==> src/rtl/hbridge_sequencer.sv <==
// hbridge_sequencer: boot/precharge/run sequencing and latched fault
// protection in front of the full-bridge gate pins.
module hbridge_sequencer #(
  parameter int unsigned BOOT_CYCLES  = 1000,
  parameter int unsigned PRECH_CYCLES = 400,
  parameter int unsigned RAMP_CYCLES  = 10000,
  parameter logic [7:0]  PHI_START    = 8'd0,
  parameter logic [7:0]  VBAT_MAX     = 8'd200,
  parameter logic [7:0]  IBAT_MAX     = 8'd100,
  parameter int unsigned FLT_FILTER   = 8
) (
  input  logic       i_CLK,
  input  logic       i_RST,
  input  logic       i_enable,
  input  logic       i_fault_clear,
  input  logic [3:0] i_MOSFET,
  input  logic [7:0] i_phi_target,
  input  logic [7:0] i_Vbat,
  input  logic [7:0] i_Ibat,
  output logic [3:0] o_Q,
  output logic [7:0] o_phi,
  output logic       o_ctrl_rst_n,
  output logic [2:0] o_state,
  output logic [2:0] o_fault,
  output logic       o_running
);

  typedef enum logic [2:0] {
    S_IDLE  = 3'd0,
    S_BOOT  = 3'd1,
    S_PRECH = 3'd2,
    S_RUN   = 3'd3,
    S_FAULT = 3'd4
  } state_e;

  localparam int FW = $clog2(FLT_FILTER + 1);
  localparam logic [15:0] BOOT_LAST  = 16'(BOOT_CYCLES - 1);
  localparam logic [15:0] PRECH_LAST = 16'(PRECH_CYCLES - 1);
  localparam logic [15:0] RAMP_LAST  = 16'(RAMP_CYCLES - 1);
  localparam logic [FW-1:0] FLT_MAX  = FW'(FLT_FILTER);

  state_e          state_q, state_d;
  logic [15:0]     timer_q, timer_d;
  logic [15:0]     ramp_q, ramp_d;
  logic [FW-1:0]   ov_cnt_q, ov_cnt_d;
  logic [FW-1:0]   oc_cnt_q, oc_cnt_d;
  logic [2:0]      fault_q, fault_d;
  logic [3:0]      q_q, q_d;
  logic [7:0]      phi_q, phi_d;
  logic            rstn_q, rstn_d;
  logic            run_q, run_d;

  logic            ov_hi, oc_hi, shoot, filt_on;
  logic [FW-1:0]   ov_inc, oc_inc;
  logic [2:0]      trip;
  logic            clr_fault;

  always_comb begin
    ov_hi   = i_Vbat > VBAT_MAX;
    oc_hi   = i_Ibat > IBAT_MAX;
    shoot   = (i_MOSFET[0] & i_MOSFET[2])
            | (i_MOSFET[1] & i_MOSFET[3]);
    filt_on = state_q != S_FAULT;
    ov_inc  = (ov_cnt_q == FLT_MAX) ? FLT_MAX
                                    : ov_cnt_q + FW'(1);
    oc_inc  = (oc_cnt_q == FLT_MAX) ? FLT_MAX
                                    : oc_cnt_q + FW'(1);
    trip[0] = filt_on & ov_hi & (ov_inc == FLT_MAX);
    trip[1] = filt_on & oc_hi & (oc_inc == FLT_MAX);
    trip[2] = (state_q == S_RUN) & shoot;

    state_d   = state_q;
    clr_fault = 1'b0;
    unique case (state_q)
      S_IDLE: begin
        if (i_enable) state_d = S_BOOT;
      end
      S_BOOT: begin
        if (!i_enable) state_d = S_IDLE;
        else if (timer_q == BOOT_LAST) state_d = S_PRECH;
      end
      S_PRECH: begin
        if (!i_enable) state_d = S_IDLE;
        else if (timer_q == PRECH_LAST) state_d = S_RUN;
      end
      S_RUN: begin
        if (!i_enable) state_d = S_IDLE;
      end
      S_FAULT: begin
        if (i_fault_clear && !i_enable) begin
          state_d   = S_IDLE;
          clr_fault = 1'b1;
        end
      end
      default: state_d = S_FAULT;
    endcase
    if (|trip) state_d = S_FAULT;

    fault_d = clr_fault ? 3'b000 : (fault_q | trip);
    timer_d = (state_d == state_q) ? timer_q + 16'd1
                                   : 16'd0;

    // Counters stay parked at zero while latched in FAULT
    ov_cnt_d = ov_inc;
    oc_cnt_d = oc_inc;
    if (!ov_hi || !filt_on || state_d == S_FAULT)
      ov_cnt_d = '0;
    if (!oc_hi || !filt_on || state_d == S_FAULT)
      oc_cnt_d = '0;

    ramp_d = 16'd0;
    phi_d  = PHI_START;
    if (state_q == S_RUN && state_d == S_RUN) begin
      phi_d = phi_q;
      if (ramp_q == RAMP_LAST) begin
        if (phi_q < i_phi_target)
          phi_d = phi_q + 8'd1;
        else if (phi_q > i_phi_target)
          phi_d = phi_q - 8'd1;
      end else begin
        ramp_d = ramp_q + 16'd1;
      end
    end

    // Pins follow the state being entered, so a trip blanks them at once
    q_d = 4'b0000;
    unique case (state_d)
      S_BOOT:  q_d = 4'b1100;
      S_PRECH: q_d = 4'b1001;
      S_RUN:   q_d = i_MOSFET;
      default: q_d = 4'b0000;
    endcase
    rstn_d = state_d == S_RUN;
    run_d  = state_d == S_RUN;
  end

  always_ff @(posedge i_CLK) begin
    if (!i_RST) begin
      state_q  <= S_IDLE;
      timer_q  <= 16'd0;
      ramp_q   <= 16'd0;
      ov_cnt_q <= '0;
      oc_cnt_q <= '0;
      fault_q  <= 3'b000;
      q_q      <= 4'b0000;
      phi_q    <= PHI_START;
      rstn_q   <= 1'b0;
      run_q    <= 1'b0;
    end else begin
      state_q  <= state_d;
      timer_q  <= timer_d;
      ramp_q   <= ramp_d;
      ov_cnt_q <= ov_cnt_d;
      oc_cnt_q <= oc_cnt_d;
      fault_q  <= fault_d;
      q_q      <= q_d;
      phi_q    <= phi_d;
      rstn_q   <= rstn_d;
      run_q    <= run_d;
    end
  end

  assign o_Q          = q_q;
  assign o_phi        = phi_q;
  assign o_ctrl_rst_n = rstn_q;
  assign o_state      = state_q;
  assign o_fault      = fault_q;
  assign o_running    = run_q;

endmodule

==> config.mk <==
export PLATFORM = sky130hd
export DESIGN_NAME = hbridge_sequencer
export DESIGN_NICKNAME = d
export VERILOG_FILES = /design/src/rtl/hbridge_sequencer.sv
export SDC_FILE = /design/constraint.sdc
export NUM_CORES = 1
export LEC_CHECK = 0
export ABC_AREA = 0
export CAP_MARGIN = 20
export CORE_UTILIZATION = 58
export DETAILED_ROUTE_END_ITERATION = 10
export GPL_ROUTABILITY_DRIVEN = 0
export GPL_TIMING_DRIVEN = 0
export PLACE_DENSITY = 0.93
export RECOVER_POWER = 100
export SLEW_MARGIN = 0
export SYNTH_ARGS = -nofsm -noshare
export SYNTH_HDL_FRONTEND = slang
export SYNTH_SLANG_ARGS = --single-unit
==> constraint.sdc <==
create_clock -name i_CLK -period 8.98 [get_ports i_CLK]
set_input_delay 2.245 -clock i_CLK [delete_from_list [all_inputs] [get_ports i_CLK]]
set_output_delay 2.245 -clock i_CLK [all_outputs]
set_load 0.05 [all_outputs]
### Congestion heat map, run 1

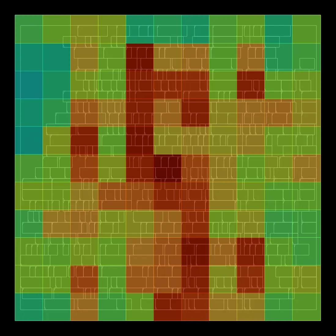
wire length per cell: 13.9 um
met3 GRT Util: 8.26%
met2 usage: 45.2%
Final Util: 77.0%
gr busiest metal: met2

### Signal wires on met1, run 1

Scale: 8 px per um. Supply wires on this layer in grey. Cells faint in the background.
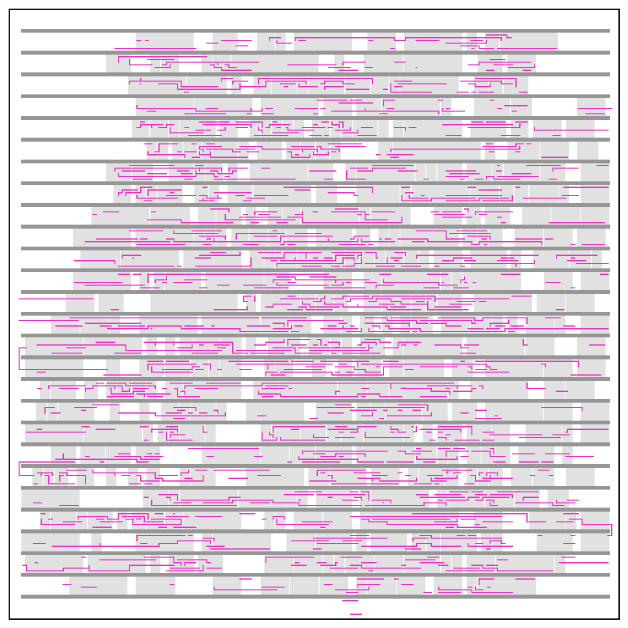
longest straight run = 23.9 um
nets with wire on the layer = 444
main direction = horizontal
wire length on this layer = 3030 um
share of all routed wire = 43%
final WL: 7110 um
M1 GR Usage: 29.1%

==> deck_impl_summary.md, run 1 <==
Physical Implementation Snapshot

Placed design
  • Placed instance count: 495
  • # port buffers: 51
  • Pre-CTS setup slack: 3.24 ns

Final timing
  • Minimum clock period: 5.51 ns
  • Setup tns final: 0 ns
  • Worst Hold Slack: 0.446 ns
  • Endpoints failing setup: 0
  • Worst-Margin Slew: 1.55 ns
  • Pins Over Slew Limit: 10

Global route
  • Number of antenna violations at the first check in global routing: 0
  • Vias in the first global route: 2762
  • First-pass GRT wire length: 12000 um

Worst setup path
  • Crit-path cells: dlygate4sd3_1, inv_1, ha_1, a21o_1, a21o_1, a21o_1, a21oi_1, inv_1, ha_1, a21o_1, a211oi_1, nor2_1, o41ai_1, xnor2_1, or3_1, a21oi_1
  • Reg-to-reg endpoint: o_phi[7]
  • Stages on worst setup path: 16
  • R2R Setup Slk: 5.58 ns
  • CP max FO: 7
  • WP buf/inv: 3

Final layout
  • Signal buffers: 59
  • Layout cell share with drive strength beyond 1: 7.03%
  • Diodes inserted: 0
  • Non-filler cells, final: 511
  • ClkCell Share: 6.40%
  • Final non-clock buffer share: 13.9%
  • Dominant logic cell type in the layout: dfxtp_1
  • Most numerous logic cells after layout: dfxtp_1 (59), nor2_1 (58), nand2_1 (36), inv_1 (28), clkdlybuf4s50_1 (26)
  • Mi-comb count: 279
  • Comb/total area: 45.4%

Clock tree
  • H-tree levels: 3
  • Post-CTS setup buffer count: 0
  • Post-CTS Resized: 0
  • Hold Buf Count CTS: 0
  • Clock-pin transition on the worst setup and hold timing paths: 0.07 ns
  • Sink Count: 59

Outcome
  • Failing checks: capacitance limit, slew limit
  • Status: complete, but fails checks

Power and ir drop
  • Combinational share of power: 6.2%
  • Clock share of power: 51.0%
  • Leakage Power: 1.72 nW
  • Switching power: 0.000126 W
  • Sequential Power: 0.000266 W
  • Switching Share: 20.3%
  • Int Power: 0.000496 W

Detailed routing
  • Final ANT Viol Nets: 0
  • WL met2: 3460 um
  • Residual DRC: 0
  • DRT met1 WL: 3030 um
  • First DRT Iteration DRCs: 106
  • Via Count: 2819

Synthesis
  • Yosys chip area: 3180 um2
  • Cell Type Count: 52
  • Synth area leader: dfxtp_1
  • Yosys xor share: 10.7%
  • Most common cell in the netlist: dfxtp_1
  • Seq cells post-synth: 59
  • Sequential fraction of the synthesis area: 37.1%
  • Simple Share, Synth: 25.1%
  • Yosys warning tally: 0

Floorplanning
  • Fp util: 61.1%
  • Chip area: 5780 um2
  • Core Region: 5200 um2
  • Tap cells: 70

Hold path
  • Worst Hold Launch: ramp_q[0]
  • Hold Path Class: register to register

Run
  • Tool warnings: 28
  • Max-Cap Viols: 1
### Signal wires by layer, run 1

Scale: 6 px per um. Only two layers are drawn.
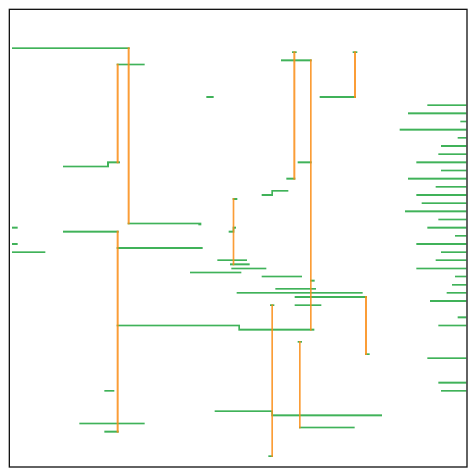
M4 -> orange  # wire length 212 um
M3 -> green  # wire length 410 um

==> run 2, diff against run 1 <==
Settings changed: CORE_UTILIZATION 58 to 48, PLACE_DENSITY 0.93 to 0.83.
Clock period 8.98 ns to 4.5 ns, I/O delays scaled along.
### Congestion heat map, run 2

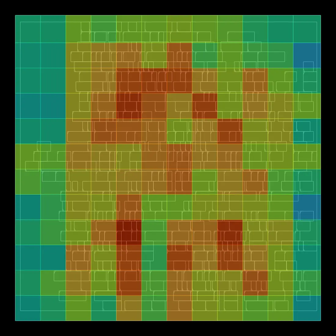
met2 usage: 35.3%
Total GRT Usage: 21.0%
wire length per cell: 13.0 um
M1 GR Usage: 25.0%
met3 GRT Util: 3.98%

==> run 2 against run 1 <==
Clock power up 85%. Highest routed layer unchanged. Flip-flop count unchanged. Synthesized cell count unchanged. The run now ends clean. Global-route usage down 5.2 points. Sequential share of layout area about the same. Clock skew down 0.0031 ns. Sequential power up 100%. Count of clock-buffer cells in the layout unchanged. Total power up 92%. Largest power group unchanged. Cell area down 0.16%. Worst hold slack worse by 0.0022 ns. Critical path depth unchanged.
==> deck_impl_summary.md, run 2 <==
Physical Implementation Snapshot

Run
  • Tool warnings: 28 (unchanged)
  • Max-Cap Viols: 0 (-1)

Synthesis
  • Yosys chip area: 3180 um2 (unchanged)
  • Synth area leader: dfxtp_1
  • Yosys xor share: 10.7% (unchanged)
  • Simple Share, Synth: 25.1% (unchanged)
  • Most common cell in the netlist: dfxtp_1
  • Cell Type Count: 52 (unchanged)

Detailed routing
  • WL met2: 3190 um (-7.7%)
  • Final ANT Viol Nets: 0 (unchanged)
  • First DRT Iteration DRCs: 70 (-34%)

Global route
  • First-pass GRT wire length: 11800 um (-1.7%)

Final layout
  • Comb/total area: 45.5% (+0.071 points)
  • Signal buffers: 59 (unchanged)
  • Final Util: 62.7% (-14 points)
  • Mi-comb count: 279 (unchanged)

Placed design
  • Pre-CTS setup slack: -0.161 ns (-3.40 ns)
  • Placed instance count: 502 (+1.4%)

Outcome
  • Status: completed

Clock tree
  • Post-CTS Resized: 0 (unchanged)
  • Sink Count: 59 (unchanged)
  • H-tree levels: 3 (unchanged)
  • Clock-pin transition on the worst setup and hold timing paths: 0.07 ns (about the same)

Power and ir drop
  • Switching Share: 20.6% (+0.33 points)
  • Sequential Power: 0.000531 W (+100%)
  • Combinational share of power: 6.2% (about the same)
  • Leakage Power: 1.72 nW (+0.10%)

Worst setup path
  • Reg-to-reg endpoint: o_phi[7]
  • Stages on worst setup path: 16 (unchanged)
  • CP max FO: 7 (unchanged)

Hold path
  • Hold Path Class: register to register

Final timing
  • Worst-Margin Slew: 0.879 ns (-0.671 ns)
  • Pins Over Slew Limit: 0 (-10)
  • Minimum clock period: 4.23 ns

Floorplanning
  • Chip area: 6960 um2 (+20%)
==> run 3, diff against run 2 <==
Settings changed: CORE_ASPECT_RATIO set to 0.75, CTS_CLUSTER_SIZE set to 14, PLACE_DENSITY 0.83 to 0.88.
### The metal 3 layer, run 3

Scale: 4 px per um. Cells faint in the background.
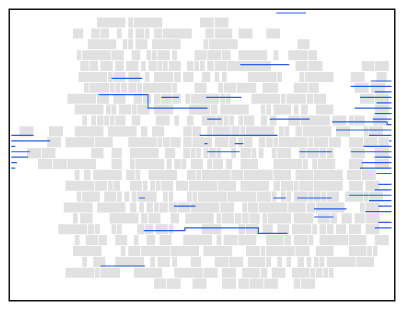
longest straight run = 19.1 um
share of all routed wire = 5.6%
main direction = horizontal
nets with wire on the layer = 47
Via Count: 2768
final WL: 6810 um
met3 GRT Util: 6.92%

==> run 3 against run 2 <==
Critical path depth unchanged. Sequential share of layout area up 0.25 points. Worst hold slack better by 0.0048 ns. Fmax down 2.7%. Clock skew up 0.00099 ns. Core utilization down 0.17 points. Die area about the same. Count of clock-buffer cells in the layout up 1. Critical path type unchanged. Critical endpoint unchanged. Largest power group is now registers.
==> deck_impl_summary.md, run 3 <==
Physical Implementation Snapshot

Synthesis
  • Yosys xor share: 10.7% (unchanged)
  • Simple Share, Synth: 25.1% (unchanged)
  • Synth area leader: dfxtp_1
  • Most common cell in the netlist: dfxtp_1
  • Yosys chip area: 3180 um2 (unchanged)
  • Cell Type Count: 52 (unchanged)

Final timing
  • Worst-Margin Slew: 0.866 ns (-0.0132 ns)
  • Pins Over Slew Limit: 0 (unchanged)
  • FMAX: 0.230 GHz
  • Minimum clock period: 4.34 ns (+0.117 ns)

Power and ir drop
  • Sequential Power: 0.000532 W (about the same)
  • Combinational share of power: 6.9% (+0.7 points)
  • Leakage Power: 1.70 nW (-1.1%)
  • Switching Share: 21.6% (+1.0 points)

Floorplanning
  • Chip area: 6960 um2 (about the same)
  • Core Region: 6350 um2

Global route
  • First-pass GRT wire length: 11400 um (-2.8%)
  • Total GRT Usage: 21.5% (+0.54 points)

Hold path
  • Hold Path Class: register to register

Final layout
  • Mi-comb count: 279 (unchanged)
  • Non-clock inverters: 28
  • Top class by area: combinational gates
  • Comb/total area: 46.0% (+0.45 points)
  • Signal buffers: 59 (unchanged)
  • Final Util: 62.5% (-0.17 points)
  • Flip-flop and latch count: 59

Clock tree
  • Sink Count: 59 (unchanged)
  • Clock-pin transition on the worst setup and hold timing paths: 0.06 ns (about the same)
  • Post-CTS Resized: 1 (+1)

Worst setup path
  • Reg-to-reg endpoint: o_phi[7]
  • CP max FO: 7 (unchanged)

Detailed routing
  • WL met2: 3190 um (-0.19%)
  • First DRT Iteration DRCs: 106 (+51%)

Placed design
  • Pre-CTS setup slack: -0.126 ns (+0.0349 ns)
  • Placed instance count: 506 (+0.80%)

Outcome
  • Status: completed

==> layout pictures side by side <==
Register map, names as in the netlist.
Scale: 6 px per um.
shot_01.png
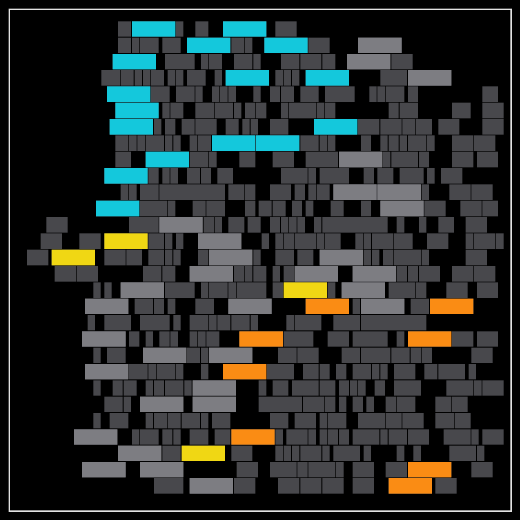
shot_02.png
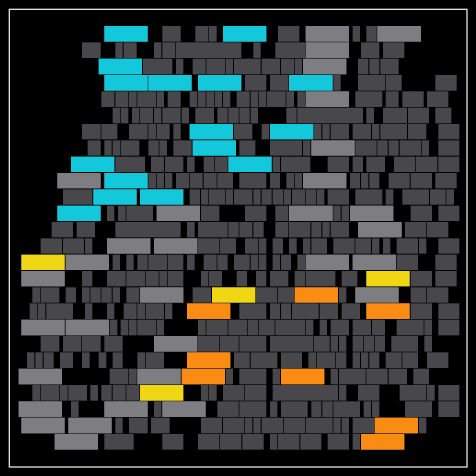
shot_02.png is run 1.
shot_01.png is run 2.
The one with the largest die is shot_01.png.

Power figures rest on the tool's default switching activity, not on a simulated workload.
